### config.mk
export PLATFORM = sky130hd
export DESIGN_NAME = mul8_nibble_seq
export DESIGN_NICKNAME = d
export VERILOG_FILES = /design/src/rtl/mul_seq_pkg.sv /design/src/rtl/mul4x4_array.sv /design/src/rtl/mul8_nibble_seq.sv
export SDC_FILE = /design/constraint.sdc
export NUM_CORES = 1
export LEC_CHECK = 0
export ABC_AREA = 1
export CORE_AREA = 2 2 82 84
export CTS_BUF_LIST = sky130_fd_sc_hd__clkbuf_8
export DETAILED_ROUTE_END_ITERATION = 12
export DIE_AREA = 0 0 84 86
export HOLD_SLACK_MARGIN = 0.1
export PLACE_DENSITY = 0.74
export SYNTH_ARGS = -nofsm -noshare
export SYNTH_HDL_FRONTEND = slang
export SYNTH_SLANG_ARGS = --single-unit
### constraint.sdc
create_clock -name clk -period 5.4 [get_ports clk]
set_clock_uncertainty 0.2 [all_clocks]
set_input_delay 1.08 -clock clk [delete_from_list [all_inputs] [get_ports clk]]
set_output_delay 1.08 -clock clk [all_outputs]
set_load 0.02 [all_outputs]
### src/rtl/mul_seq_pkg.sv
// Shared definitions for the nibble-serial 8x8 multiplier: the FSM state set
// (IDLE, MUL, DONE) and the nibble geometry.
package mul_seq_pkg;

    localparam int unsigned NIB_W = 4;
    localparam int unsigned STEPS = 4;

    // FSM state set, kept as plain constants for legacy tool compatibility
    typedef logic [1:0] state_t;
    localparam state_t IDLE = 2'd0;
    localparam state_t MUL  = 2'd1;
    localparam state_t DONE = 2'd2;

    // Select the low (hi=0) or high (hi=1) nibble of a byte
    function automatic logic [NIB_W-1:0] nibble(input logic [7:0] v, input logic hi);
        return hi ? v[7:4] : v[3:0];
    endfunction

endpackage

### src/rtl/mul4x4_array.sv
// Combinational 4x4 unsigned array multiplier: sum of AND-gated, shifted
// copies of the multiplicand, one row per multiplier bit.
module mul4x4_array
    import mul_seq_pkg::*;
(
    input  logic [NIB_W-1:0]   a_i,
    input  logic [NIB_W-1:0]   b_i,
    output logic [2*NIB_W-1:0] p_o
);

    // Accumulate one partial-product row per multiplier bit
    always_comb begin
        p_o = '0;
        for (int i = 0; i < NIB_W; i++) begin
            p_o = p_o + (({{NIB_W{1'b0}}, a_i} << i) & {(2*NIB_W){b_i[i]}});
        end
    end

endmodule

### src/rtl/mul8_nibble_seq.sv
// Sequential 8x8 unsigned multiplier that reuses one 4x4 array multiplier over
// four cycles (one nibble pair per cycle), with valid/ready handshakes.
// Optional feature: define MAC_ACCUM_EN to add an ACC_W-bit product
// accumulator; otherwise acc_out is tied to 0 and acc_clr is unused.
module mul8_nibble_seq
    import mul_seq_pkg::*;
#(
    parameter int unsigned ACC_W = 20
) (
    input  logic             clk,
    input  logic             rst,
    input  logic             in_valid,
    output logic             in_ready,
    input  logic [7:0]       in_a,
    input  logic [7:0]       in_b,
    output logic             out_valid,
    input  logic             out_ready,
    output logic [15:0]      out_p,
    output logic             busy,
    input  logic             acc_clr,
    output logic [ACC_W-1:0] acc_out
);

    localparam logic [1:0] LastStep = 2'(STEPS - 1);

    state_t      state_q, state_d;
    logic [7:0]  a_q, a_d;
    logic [7:0]  b_q, b_d;
    logic [15:0] sum_q, sum_d;
    logic [1:0]  step_q, step_d;

    logic [NIB_W-1:0]   nib_a, nib_b;
    logic [2*NIB_W-1:0] pp;
    logic [3:0]         shamt;
    logic [15:0]        pp_shifted;

    // Pick the nibble pair and weight for the current step
    always_comb begin
        nib_a = nibble(a_q, step_q[0]);
        nib_b = nibble(b_q, step_q[1]);
        shamt = 4'(NIB_W) * 4'({1'b0, step_q[0]} + {1'b0, step_q[1]});
        pp_shifted = {8'h00, pp} << shamt;
    end

    mul4x4_array u_mul4x4_array (
        .a_i (nib_a),
        .b_i (nib_b),
        .p_o (pp)
    );

    // FSM and datapath next state
    always_comb begin
        state_d = state_q;
        a_d     = a_q;
        b_d     = b_q;
        sum_d   = sum_q;
        step_d  = step_q;
        case (state_q)
            IDLE: begin
                if (in_valid) begin
                    a_d     = in_a;
                    b_d     = in_b;
                    sum_d   = '0;
                    step_d  = '0;
                    state_d = MUL;
                end
            end
            MUL: begin
                // Product of two bytes fits in 16 bits, so no carry-out is needed
                sum_d  = sum_q + pp_shifted;
                step_d = step_q + 2'd1;
                if (step_q == LastStep) begin
                    state_d = DONE;
                end
            end
            DONE: begin
                if (out_ready) begin
                    state_d = IDLE;
                end
            end
            default: state_d = IDLE;
        endcase
    end

    // State registers with synchronous reset
    always_ff @(posedge clk) begin
        if (rst) begin
            state_q <= IDLE;
            a_q     <= '0;
            b_q     <= '0;
            sum_q   <= '0;
            step_q  <= '0;
        end else begin
            state_q <= state_d;
            a_q     <= a_d;
            b_q     <= b_d;
            sum_q   <= sum_d;
            step_q  <= step_d;
        end
    end

    // Handshake and status outputs; the result is masked unless presented
    always_comb begin
        in_ready  = (state_q == IDLE);
        busy      = (state_q != IDLE);
        out_valid = (state_q == DONE);
        out_p     = out_valid ? sum_q : 16'h0000;
    end

`ifdef MAC_ACCUM_EN
    logic [ACC_W-1:0] acc_q, acc_d;

    // Clear only in IDLE (wins over a coincident accept); add on MUL->DONE
    always_comb begin
        acc_d = acc_q;
        if (state_q == IDLE && acc_clr) begin
            acc_d = '0;
        end else if (state_q == MUL && step_q == LastStep) begin
            acc_d = acc_q + ACC_W'(sum_d);
        end
    end

    // Accumulator register
    always_ff @(posedge clk) begin
        if (rst) begin
            acc_q <= '0;
        end else begin
            acc_q <= acc_d;
        end
    end

    assign acc_out = acc_q;
`else
    logic unused_acc_clr;
    assign unused_acc_clr = acc_clr;
    assign acc_out        = '0;
`endif

endmodule

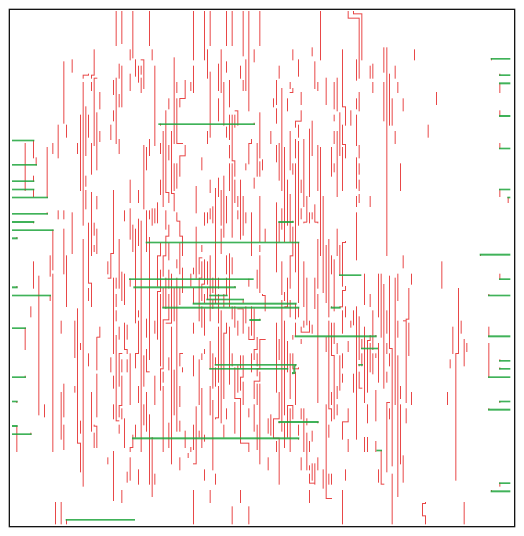
**Above:** run 1 (signal wires by layer).
(6 px per micron) Only two layers are drawn.
Key: met3 = green [wire length 318 microns]; met2 = red [wire length 3,070 microns]
DR vias: 2,874
wire per inst: 12.2 microns
Routed Wire Length: 6930 microns
overall global routing resource usage: 20.1%

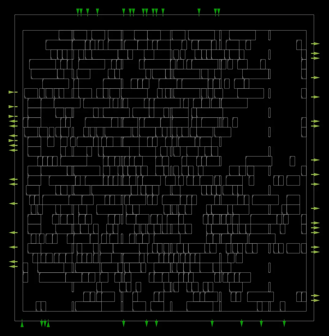
**Above:** run 1 (cell outlines without signal wires).
sequential portion of the cell area: 20.6%
count of flip-flops and latches: 36
tap cells: 77
post-layout utilization of the core: 55.7%
Row Count: 29

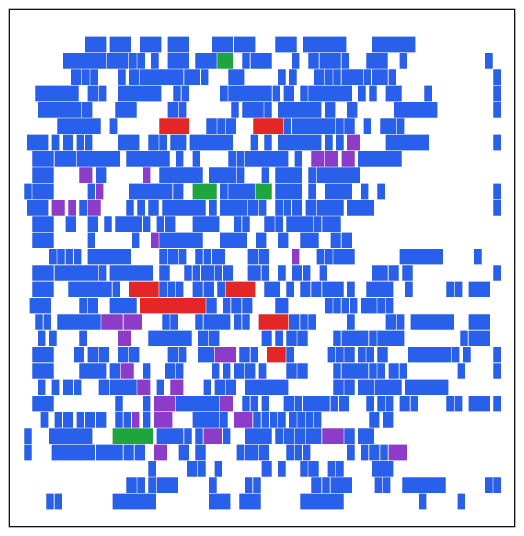
**Above:** run 1 (cells by drive strength).
(6 px per micron)
Key: drive 2 = purple [cells 28, share 5.7%]; drive 1 or less = blue [cells 451, share 92%]; drive 6 and up = red [cells 7, share 1.4%]; drive 3 to 4 = green [cells 4, share 0.82%]
number of buffers outside the clock class in the layout: 39
growth of design area from synthesis to finish: 14.7%
post-route setup slack: 0.376 ns

==> impl_metrics.xml, run 1 <==
<?xml version="1.0" encoding="UTF-8"?>
<metrics>
  <group name="run_status">
    <metric name="status" unit="">finished clean</metric>
  </group>
  <group name="synthesis">
    <metric name="synth.ff_latch_count" unit="">36</metric>
    <metric name="post_synth_mux_area_share" unit="%">1.31</metric>
    <metric name="ys_seq_share" unit="%">23.7</metric>
    <metric name="ys_top_logic_family" unit="">simple AND/OR/NAND/NOR gates</metric>
    <metric name="postSynthAreaPerCell" unit="sq um">6.64</metric>
    <metric name="synthSimpleGateAreaFrac" unit="%">29.8</metric>
    <metric name="synth_compound_gate_area_share" unit="%">16.6</metric>
    <metric name="ys_area" unit="sq um">3050</metric>
    <metric name="synth.cellmix.adderShare" unit="%">14.6</metric>
  </group>
  <group name="final_timing">
    <metric name="rsz0062_at_grt" unit="">no</metric>
    <metric name="max_clock_freq" unit="MHz">199</metric>
    <metric name="totalNegativeSetupSlack" unit="ns">0</metric>
    <metric name="timing.final.crit_share" unit="%">93.0</metric>
    <metric name="hold_viol" unit="">0</metric>
  </group>
  <group name="clock_tree">
    <metric name="cts-root-buf" unit="">sky130_fd_sc_hd__clkbuf_8</metric>
    <metric name="cts.clk_slew.worst_paths" unit="ns">0.08</metric>
    <metric name="clock_sink_count" unit="">36</metric>
    <metric name="tritoncts" unit="">yes</metric>
  </group>
  <group name="power">
    <metric name="p_per_area" unit="nW/um^2">193</metric>
    <metric name="total_power" unit="mW">0.673</metric>
    <metric name="internal_power" unit="mW">0.462</metric>
    <metric name="power.static_leakage" unit="nW">1.53</metric>
    <metric name="seq_power_share" unit="%">42.3</metric>
  </group>
  <group name="die">
    <metric name="fp.coreArea" unit="sq um">6280</metric>
    <metric name="die_height" unit="microns">86</metric>
  </group>
  <group name="grt">
    <metric name="grt_overflow" unit="">0</metric>
    <metric name="use_met2" unit="%">30.9</metric>
    <metric name="use_met1" unit="%">29.4</metric>
    <metric name="grt_max_degree" unit="">37</metric>
  </group>
  <group name="routing">
    <metric name="drt.antenna.violating_nets" unit="">0</metric>
    <metric name="routed_via_density" unit="">5.07</metric>
  </group>
  <group name="critical_path">
    <metric name="cp_slowest_cell" unit="">sky130_fd_sc_hd__dfxtp_1</metric>
    <metric name="setup.worst_path.start" unit="">step_q[0]</metric>
    <metric name="timing.critical_path.required" unit="ns">5.37</metric>
    <metric name="setup.worst_path.end" unit="">sum_q[15]</metric>
    <metric name="worstPathCellList" unit="">mux2i_1 &gt; nor2_1 &gt; fa_1 &gt; inv_1 &gt; fa_1 &gt; inv_1 &gt; ha_1 &gt; fa_1 &gt; xor2_1 &gt; mux2i_1 &gt; nor2_1 &gt; ha_1 &gt; nand2_2 &gt; inv_1 &gt; a21oi_2 &gt; nand2_2 &gt; a21oi_1 &gt; nand3_1 &gt; nand3_1 &gt; a21oi_1</metric>
    <metric name="ff2ff_setup_slack" unit="ns">0.38</metric>
    <metric name="rr_worst_depth" unit="">20</metric>
  </group>
  <group name="cells_and_area">
    <metric name="layout.filler_cells" unit="">648</metric>
    <metric name="final_cell_count_no_fill" unit="">567</metric>
  </group>
  <group name="placement">
    <metric name="dpl_worst_slack" unit="ns">0.458</metric>
  </group>
</metrics>
-- run 1: per-layer routing --
| layer | wire length [microns] | part of all wire (%) | vias to the layer above |
|---|---|---|---|
| li1 | - | - | 1511 |
| met1 | 3440 | 50 | 1282 |
| met2 | 3070 | 44 | 71 |
| met3 | 317 | 4.6 | 10 |
| met4 | 103 | 1.5 | 0 |
| met5 | 0 | 0 | - |
-- run 1: cell type report --
class | count | area [sq um] | share of cell area [%]
multi-input cells | 358 | 1990 | 57.0
clock inverters | 3 | 46.3 | 1.32
flip-flops and latches | 36 | 721 | 20.6
inverters | 49 | 184 | 5.26
clock buffers | 5 | 68.8 | 1.97
repair buffers | 39 | 388 | 11.1
well taps | 77 | 96.3 | 2.76
-- run 1: power by group through the flow --
stage / registers (mW) / logic, mW / clock network, mW
after floorplan: 0.288 / 0.112 / 0
after detailed placement: 0.291 / 0.134 / 0
after CTS: 0.285 / 0.135 / 0.258
final: 0.285 / 0.135 / 0.254
after global placement: 0.291 / 0.131 / 0
after global routing: 0.286 / 0.152 / 0.267
-- run 1: cell usage after synthesis --
cell | count | area share [%]
sky130_fd_sc_hd__clkbuf_1 | 9 | 1.1
sky130_fd_sc_hd__a211oi_1 | 6 | 1.5
sky130_fd_sc_hd__or2_1 | 2 | 0.41
sky130_fd_sc_hd__nand2_1 | 98 | 12
sky130_fd_sc_hd__o22ai_1 | 1 | 0.21
sky130_fd_sc_hd__inv_2 | 6 | 0.74
sky130_fd_sc_hd__mux2i_1 | 4 | 1.3
sky130_fd_sc_hd__buf_6 | 1 | 0.37
sky130_fd_sc_hd__nor2_1 | 64 | 7.9
sky130_fd_sc_hd__dfxtp_1 | 36 | 24
sky130_fd_sc_hd__a21oi_1 | 50 | 8.2
sky130_fd_sc_hd__o21ai_0 | 20 | 3.3
sky130_fd_sc_hd__conb_1 | 1 | 0.12
sky130_fd_sc_hd__a21oi_2 | 5 | 1.4
sky130_fd_sc_hd__buf_2 | 1 | 0.16
sky130_fd_sc_hd__inv_1 | 43 | 5.3
sky130_fd_sc_hd__nand2_2 | 8 | 1.6
sky130_fd_sc_hd__a21o_1 | 3 | 0.74
sky130_fd_sc_hd__nor3_1 | 1 | 0.16
sky130_fd_sc_hd__o21ai_1 | 2 | 0.33
sky130_fd_sc_hd__fa_1 | 6 | 3.9
sky130_fd_sc_hd__nand4_1 | 2 | 0.41
sky130_fd_sc_hd__xor2_1 | 2 | 0.58
sky130_fd_sc_hd__buf_4 | 22 | 5.4
sky130_fd_sc_hd__o21bai_4 | 1 | 0.62
sky130_fd_sc_hd__nand3_2 | 4 | 1.3
sky130_fd_sc_hd__or2_2 | 5 | 1.0
sky130_fd_sc_hd__ha_1 | 26 | 11
sky130_fd_sc_hd__buf_1 | 2 | 0.25
sky130_fd_sc_hd__o21bai_1 | 1 | 0.25
sky130_fd_sc_hd__nand3b_1 | 3 | 0.74
sky130_fd_sc_hd__nand3_1 | 23 | 3.8
sky130_fd_sc_hd__nor2_4 | 1 | 0.37
-- run 1: sequential cells by signal, indices dropped and copies added, names as in the netlist --
register and cells:
b_q 8, step_q 2, a_q 8, sum_q 16, state_q 2
==> run 1 -> run 2 <==
--- a/config.mk
+++ b/config.mk
@@ -6,6 +6,7 @@
 export NUM_CORES = 1
 export LEC_CHECK = 0
 export ABC_AREA = 1
+export CAP_MARGIN = 20
 export CORE_AREA = 2 2 82 84
 export CTS_BUF_LIST = sky130_fd_sc_hd__clkbuf_8
 export DETAILED_ROUTE_END_ITERATION = 12
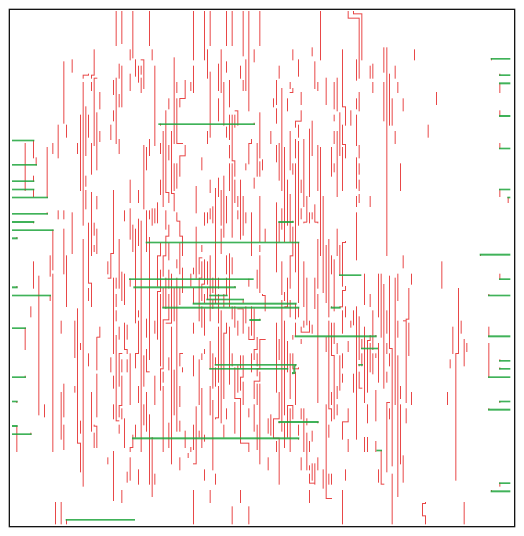
**Above:** run 2 (signal wires by layer).
(6 px per micron) Only two layers are drawn.
Key: met2 = red [wire length 3,070 microns]; met3 = green [wire length 318 microns]

==> run 2 against run 1 <==
Effect of this change: core utilization is the same; maximum frequency is the same; cell area is the same; sequential share of layout area is the same; largest cell class unchanged.
==> impl_metrics.xml, run 2 <==
<?xml version="1.0" encoding="UTF-8"?>
<metrics>
  <group name="synthesis">
    <metric name="ys_area" unit="sq um">3050</metric>
    <metric name="postSynthAreaPerCell" unit="sq um">6.64</metric>
    <metric name="netlist_top_cells_area" unit="">sky130_fd_sc_hd__dfxtp_1, sky130_fd_sc_hd__nand2_1, sky130_fd_sc_hd__ha_1</metric>
    <metric name="post_synth_tally_of_flip_flops_with_integrated_enable" unit="">0</metric>
    <metric name="ys_top_logic_family" unit="">simple AND/OR/NAND/NOR gates</metric>
    <metric name="post_synth_mux_area_share" unit="%">1.31</metric>
    <metric name="biggest_area_consumer_among_synthesized_cells" unit="">sky130_fd_sc_hd__dfxtp_1</metric>
    <metric name="synth_compound_gate_area_share" unit="%">16.6</metric>
    <metric name="top_cell_types_by_occurrence_after_synthesis" unit="">sky130_fd_sc_hd__nand2_1, sky130_fd_sc_hd__nor2_1, sky130_fd_sc_hd__a21oi_1</metric>
    <metric name="synth.ff_latch_count" unit="">36</metric>
    <metric name="synth-async-reset-ratio" unit="%">0</metric>
    <metric name="ys.flop_type" unit="">sky130_fd_sc_hd__dfxtp_1</metric>
    <metric name="synthSimpleGateAreaFrac" unit="%">29.8</metric>
    <metric name="ys_seq_share" unit="%">23.7</metric>
  </group>
  <group name="routing">
    <metric name="routed_via_density" unit="">5.07</metric>
    <metric name="detail_route.wl_per_cell" unit="microns">12.2</metric>
    <metric name="wirelength" unit="microns">6930</metric>
    <metric name="route.vias.total" unit="">2874</metric>
    <metric name="drt.antenna.violating_nets" unit="">0</metric>
  </group>
  <group name="grt">
    <metric name="grt_overflow" unit="">0</metric>
    <metric name="track_usage" unit="%">20.1</metric>
    <metric name="grt_max_degree" unit="">37</metric>
  </group>
  <group name="clock_tree">
    <metric name="cts-root-buf" unit="">sky130_fd_sc_hd__clkbuf_8</metric>
    <metric name="cts.clk_slew.worst_paths" unit="ns">0.08</metric>
  </group>
  <group name="cells_and_area">
    <metric name="layout.filler_cells" unit="">648</metric>
    <metric name="post_layout_utilization_of_the_core" unit="%">55.7</metric>
    <metric name="synthToLayoutAreaGrowth" unit="%">14.7</metric>
    <metric name="max_flop_register" unit="">sum_q</metric>
    <metric name="top_regs" unit="">sum_q (16), a_q (8), b_q (8)</metric>
    <metric name="final_cell_count_no_fill" unit="">567</metric>
    <metric name="logic_area" unit="sq um">1990</metric>
    <metric name="final-seq-area" unit="sq um">721</metric>
    <metric name="largest_register_ff_count" unit="">16</metric>
  </group>
  <group name="die">
    <metric name="die_height" unit="microns">86</metric>
  </group>
  <group name="final_timing">
    <metric name="timing.final.crit_share" unit="%">93.0</metric>
    <metric name="totalNegativeSetupSlack" unit="ns">0</metric>
    <metric name="rsz0062_at_grt" unit="">no</metric>
    <metric name="post_route_setup_slack" unit="ns">0.376</metric>
    <metric name="hold_viol" unit="">0</metric>
  </group>
  <group name="critical_path">
    <metric name="setup.worst_path.start" unit="">step_q[0]</metric>
    <metric name="timing.critical_path.required" unit="ns">5.37</metric>
    <metric name="worstPathCellList" unit="">mux2i_1 &gt; nor2_1 &gt; fa_1 &gt; inv_1 &gt; fa_1 &gt; inv_1 &gt; ha_1 &gt; fa_1 &gt; xor2_1 &gt; mux2i_1 &gt; nor2_1 &gt; ha_1 &gt; nand2_2 &gt; inv_1 &gt; a21oi_2 &gt; nand2_2 &gt; a21oi_1 &gt; nand3_1 &gt; nand3_1 &gt; a21oi_1</metric>
    <metric name="cp_slowest_cell" unit="">sky130_fd_sc_hd__dfxtp_1</metric>
  </group>
  <group name="run_status">
    <metric name="status" unit="">finished clean</metric>
  </group>
  <group name="power">
    <metric name="p_per_area" unit="nW/um^2">193</metric>
    <metric name="power.static_leakage" unit="nW">1.53</metric>
  </group>
</metrics>
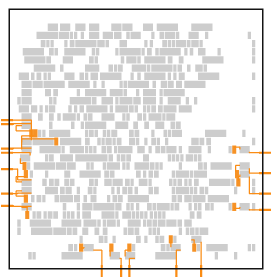
**Above:** run 2 (nets reached from selected ports).
(3 px per micron)
Key: `out_p` = orange [bits 16, direction output, end cells 16, wire 182 microns]
I/O pin total: 60
Port-buffer cells: 38

## run 2: cell counts in the layout (fill, tap and decap cells not counted)
Identical to the previous run, type by type.
## run 2: cells by family (layout without fill, tap and decap cells)
group	Yosys count	in the layout
buf+inv	84	96
mux	4	4
compound gates	89	89
xor+xnor	2	2
other cells	1	20
simple gates	211	211
flops	36	36
fa+ha+maj	32	32
## run 2: cell type report
class	instances	share of cell area (%)
Clock buffer	5	1.97
Clock inverter	3	1.32
Inverter	49	5.26
Multi-Input combinational cell	358	57.0
Sequential cell	36	20.6
Tap cell	77	2.76
Timing Repair Buffer	39	11.1
## run 2: routing by layer
metal  share of wire (%)  wire [microns]  global-route usage, %
met3                 4.6             317                   3.08
met2                  44            3070                   30.9
met4                 1.5             103                   5.43
met5                   0               0                      0
met1                  50            3440                   29.4
## run 2: worst register-to-register path, stage by stage, from the launching register on
cell                      delay (ns)
sky130_fd_sc_hd__dfxtp_1        0.55
sky130_fd_sc_hd__mux2i_1        0.42
sky130_fd_sc_hd__nor2_1         0.12
sky130_fd_sc_hd__fa_1           0.55
sky130_fd_sc_hd__inv_1          0.05
sky130_fd_sc_hd__fa_1           0.52
sky130_fd_sc_hd__inv_1          0.04
sky130_fd_sc_hd__ha_1           0.22
sky130_fd_sc_hd__fa_1           0.43
sky130_fd_sc_hd__xor2_1         0.18
sky130_fd_sc_hd__mux2i_1        0.27
sky130_fd_sc_hd__nor2_1         0.11
sky130_fd_sc_hd__ha_1           0.39
sky130_fd_sc_hd__nand2_2        0.13
sky130_fd_sc_hd__inv_1          0.06
sky130_fd_sc_hd__a21oi_2        0.18
sky130_fd_sc_hd__nand2_2        0.10
sky130_fd_sc_hd__a21oi_1        0.15
sky130_fd_sc_hd__nand3_1        0.09
sky130_fd_sc_hd__nand3_1        0.07
sky130_fd_sc_hd__a21oi_1        0.06
## run 2: where the power goes
part           switching (mW)  internal [mW]
Clock                   0.114          0.139
Combinational          0.0890         0.0458
Sequential            0.00767          0.277
## run 2: path summary, 6_finish.rpt
kind / to / slack [ns] / cells after the start
setup / recovery: sum_q[15] / 0.38 / 20
hold / removal: b_q[0] / 0.26 / 2
setup reg to reg: sum_q[15] / 0.38 / 20
hold reg to reg: b_q[0] / 0.26 / 2
Power figures rest on the tool's default switching activity, not on a simulated workload.
